## src/rtl/fifo_rd_stream_adapter_pkg.sv

```systemverilog
// fifo_rd_stream_adapter_pkg: shared widths, FIFO read latency and the read-credit helper
package fifo_rd_stream_adapter_pkg;
  localparam int DEF_DATA_W = 32;
  localparam int DEF_CNT_W = 16;
  localparam int FIFO_DEPTH = 8;
  localparam int FIFO_RD_LAT = 1;
  // A pop can only happen with occ >= 1, so the subtraction never underflows.
  function automatic logic credit_ok(input logic [1:0] occ, input logic pend, input logic pop);
    return ({1'b0, occ} + {2'b0, pend} - {2'b0, pop}) < 3'd2;
  endfunction
endpackage

```

## src/rtl/fifo_rd_stream_adapter_skid_buf2.sv

```systemverilog
// fifo_rd_stream_adapter_skid_buf2: 2-entry FIFO-ordered register buffer with registered head
module fifo_rd_stream_adapter_skid_buf2 #(
  parameter int W = 32
) (
  input  logic         clk,
  input  logic         rst,
  input  logic         push_i,
  input  logic [W-1:0] push_data_i,
  input  logic         pop_i,
  output logic [1:0]   occ_o,
  output logic [W-1:0] head_o
);
  logic [W-1:0] mem_q [2];
  logic [W-1:0] mem_d [2];
  logic head_q, head_d, tail;
  logic [1:0] occ_q, occ_d;
  // With occ==2 the tail is the head slot, which is only refilled as it is popped.
  always_comb begin
    tail = head_q ^ occ_q[0];
    mem_d = mem_q;
    if (push_i) mem_d[tail] = push_data_i;
    head_d = head_q ^ pop_i;
    occ_d = occ_q + {1'b0, push_i} - {1'b0, pop_i};
  end
  always_ff @(posedge clk) begin
    if (rst) begin
      mem_q <= '{default: '0};
      head_q <= 1'b0;
      occ_q <= 2'd0;
    end else begin
      mem_q <= mem_d;
      head_q <= head_d;
      occ_q <= occ_d;
    end
  end
  assign occ_o = occ_q;
  assign head_o = mem_q[head_q];
endmodule

```

## src/rtl/fifo_rd_stream_adapter.sv

```systemverilog
// fifo_rd_stream_adapter: drives FIFO reads from its empty flag and re-times words into a valid/ready stream
module fifo_rd_stream_adapter
  import fifo_rd_stream_adapter_pkg::*;
#(
  parameter int DATA_W = DEF_DATA_W,
  parameter int CNT_W = DEF_CNT_W
) (
  input  logic              clk,
  input  logic              rst,
  input  logic              fifo_e,
  input  logic [DATA_W-1:0] fifo_data_out,
  output logic              fifo_cs,
  output logic              fifo_rd_enb,
  output logic              m_valid,
  input  logic              m_ready,
  output logic [DATA_W-1:0] m_data,
  output logic [CNT_W-1:0]  word_cnt
);
  logic [1:0] occ;
  logic pop, pend_q, pend_d;
  logic [CNT_W-1:0] cnt_q, cnt_d;
  fifo_rd_stream_adapter_skid_buf2 #(.W(DATA_W)) u_buf (
    .clk(clk),
    .rst(rst),
    .push_i(pend_q),
    .push_data_i(fifo_data_out),
    .pop_i(pop),
    .occ_o(occ),
    .head_o(m_data)
  );
  assign m_valid = occ != 2'd0;
  assign pop = m_valid & m_ready;
  // Counting the same-cycle pop as credit keeps 1 word/cycle with only two entries.
  assign fifo_rd_enb = !rst && !fifo_e && credit_ok(occ, pend_q, pop);
  assign fifo_cs = fifo_rd_enb;
  assign word_cnt = cnt_q;
  always_comb begin
    pend_d = fifo_rd_enb;
    cnt_d = cnt_q + {{(CNT_W-1){1'b0}}, pop};
  end
  always_ff @(posedge clk) begin
    if (rst) begin
      pend_q <= 1'b0;
      cnt_q <= '0;
    end else begin
      pend_q <= pend_d;
      cnt_q <= cnt_d;
    end
  end
  always_ff @(posedge clk) begin
    if (!rst) begin
      assert ({1'b0, occ} + {2'b0, pend_q} <= 3'd2);
      assert (!(pend_q && occ == 2'd2 && !pop));
    end
  end
endmodule

```

## config.mk

```make
export PLATFORM = sky130hd
export DESIGN_NAME = fifo_rd_stream_adapter
export DESIGN_NICKNAME = d
export VERILOG_FILES = /design/src/rtl/fifo_rd_stream_adapter_pkg.sv /design/src/rtl/fifo_rd_stream_adapter_skid_buf2.sv /design/src/rtl/fifo_rd_stream_adapter.sv
export SDC_FILE = /design/constraint.sdc
export NUM_CORES = 1
export LEC_CHECK = 0
export ABC_AREA = 1
export CAP_MARGIN = 10
export CELL_PAD_IN_SITES_DETAIL_PLACEMENT = 0
export CELL_PAD_IN_SITES_GLOBAL_PLACEMENT = 1
export CORE_UTILIZATION = 35
export CTS_CLUSTER_SIZE = 16
export DETAILED_ROUTE_END_ITERATION = 7
export PLACE_DENSITY_LB_ADDON = 0.1
export SYNTH_ARGS = -nofsm -noshare
export SYNTH_HDL_FRONTEND = slang
export SYNTH_SLANG_ARGS = --single-unit
```

## constraint.sdc

```tcl
create_clock -name clk -period 2.39 [get_ports clk]
set_input_delay 0.239 -clock clk [delete_from_list [all_inputs] [get_ports clk]]
set_output_delay 0.239 -clock clk [all_outputs]
set_load 0.01 [all_outputs]
```

io_placement.png
(4 px per micron) Pins as bars across the die edge, other pins in grey.
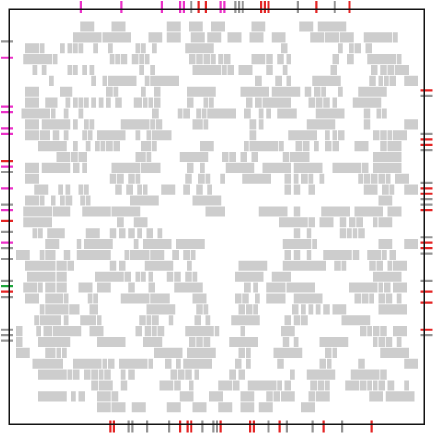
m_data -> red  # pins 32, direction output, edge 11 right, 11 bottom, 7 top, 3 left
word_cnt -> magenta  # pins 16, direction output, edge 9 left, 7 top
m_valid -> green  # pins 1, direction output, edge left

detail.png
Window x 39 to 64, y 19 to 44 microns. Cells in grey, sequential cells in the stronger grey; small squares are vias.
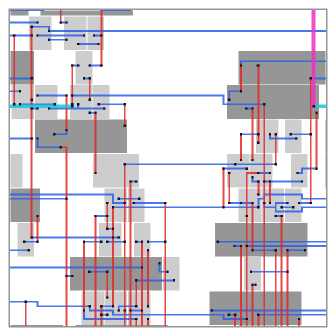
metal 2 -> red
metal 1 -> blue
metal 3 -> cyan
metal 4 -> magenta
netlist names of flops here include = u_buf.mem_q (6)
cells with their middle in the window = 33
most frequent = inv_1 (8)
sequential cells in the window = 6

flops_by_reg.png
(3 px per micron) Other sequential cells in the stronger grey, the rest of the logic in the fainter grey.
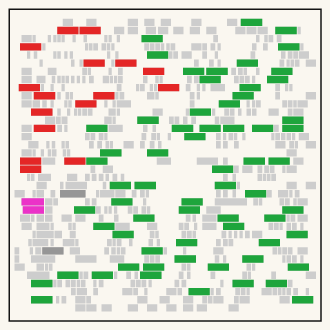
u_buf.mem_q -> green  # flops 64
word_cnt -> red  # flops 16
u_buf.occ_o -> magenta  # flops 2
not coloured = 2

congestion.png
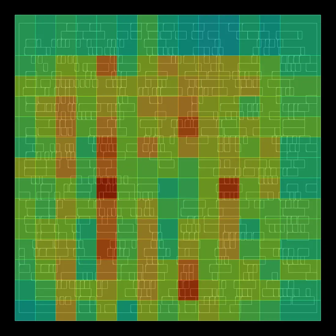
post-layout util: 0.486
GRT Max-Usage Layer: met2
M1 GR Usage: 0.196
met3 global-route usage: 0.0450

[area by class of cell]
cell class	count	area, sq um	share of cell area
Clock inverter	4	47.5	0.00992
Tap cell	133	166	0.0347
Clock buffer	12	155	0.0324
Timing Repair Buffer	95	956	0.200
Inverter	88	330	0.0689
Sequential cell	84	1690	0.352
Multi-Input combinational cell	291	1450	0.302
[where the power goes]
part           total, mW  internal, mW  switching, mW
Combinational       1.57         0.773          0.792
Sequential          1.89          1.74          0.145
Clock               1.03         0.537          0.488
[layer usage]
layer | up-vias | share of wire | global-route usage
li1 | 1722 | - | -
met1 | 1444 | 0.47 | 0.196
met2 | 67 | 0.46 | 0.272
met3 | 9 | 0.058 | 0.0450
met4 | 0 | 0.014 | 0.0683
met5 | - | 0 | 0
==> job_summary.md <==
## Implementation flow summary

| Metric | Value |
|---|---|
| Status | finished with violations |
| Failing checks | setup timing |
| Top cells by area | dfxtp_1 (47%), a21oi_1 (10%), inv_1 (9.0%) |
| Design area | 4790 sq um |
| Die Wd | 103 microns |
| Post-synthesis chip area from yosys | 3600 sq um |
| Static Leak | 1.72 nW |
| Hold path startpoint | u_buf.mem_q[14]$_SDFFE_PP0P_ |
| Biggest area consumer among synthesized cells | dfxtp_1 |
| Area grow syn2layout | 33.1% |
| Largest reg by FF count | u_buf.mem_q |
| Unrepaired setup endpoints after global routing | yes |
| Final Instance Count excl. Fillers | 707 |
| Max Clk Rate | 0.411 GHz |
| Init Core Util | 0.365 |
| Overall power | 4.48 mW |
| Reg2Reg Depth | 7 |
| Pre-CTS setup slack | -0.429 ns |
| Final setup violation count | 2 |
| Die height | 103 microns |
| Num rows | 36 |
| Clk_skew | 0.00634 ns |
| Overflow after GRT | 0 |
| Yosys Warn Count | 0 |
| Compound Share, Synth | 0.249 |
| Crit path max fanout | 3 |
| Final Hold Viols | 0 |
| Placer Congestion | 0.775 |
| Vias | 3242 |
| XOR/XNOR Area Share | 0.00730 |
| Average size of a mapped cell | 7.31 sq um |
| Main synth FF type | dfxtp_1 |
| Worst path arrival time | 2.19 ns |
| CP cell instances | o21a_1, ha_1, inv_1, ha_2, fa_2, nor4_4, buf_2 |
| Post-synth EDFFs | 0 |
| Routed Antenna Nets | 0 |
| Share of layout cells above drive strength 1 | 0.0662 |
| Yosys cell count | 492 |
| Post-place instance area | 4570 sq um |
| Vias in the first global route | 3006 |
| Yosys adder share | 0.0195 |
| Commonest Layout Cell | inv_1 |
| Hpwl dp | 5.21 mm |
| Detailed-route DRC error count | 0 |
| Post-synth ARST share | 0 |
| Port bufs | 86 |
| Smallest hold slack | 0.446 ns |
| Slew Limit Fails | 0 |
| Placed Cells | 690 |
| Largest net degree at the start of global routing | 77 |
| Clock net sink count | 84 |
| Post-layout period usage | 1.02 |
| CTS tree | yes |
| Cts bufs inserted | 9 |
| Worst skew pair latency | 0.34 ns |
| GRT Total Usage | 0.162 |
| Synth flops | 84 |
| R2R Setup Slk | 0.49 ns |
| CTS root buf | clkbuf_8 |
| Worst reg2reg startpoint | u_buf.occ_o[0]$_SDFF_PP0_ |
| Htree depth | 3 |
| Least-Margin Pin Slew | 0.671 ns |
| CP peak stage delay | 0.46 ns |
| Routed WL per cell | 11.3 microns |
| Log Warnings | 28 |
| Drt initial violations | 77 |
| Synthesized instance count | 492 |
| R2R Path End | pend_q$_SDFF_PP0_ |
| Worst hold path cell count | 2 |
| First-pass GRT wire length | 13.4 mm |
| Number of setup buffers added after CTS | 1 |
| Hold Path Class | flip-flop to flip-flop |
| Cell Area, Synth | 3600 sq um |
| Antenna violations before repair | 0 |
| CP Class | flip-flop to primary output |
| Setup crit end | fifo_rd_enb |
| Comb area leader | AND-OR/OR-AND gates |
| Post-route setup slack | -0.0419 ns |
| Levels on crit path | 7 |
| Synth top cell by count | inv_1 |
Power is estimated from default activity; no workload was simulated.
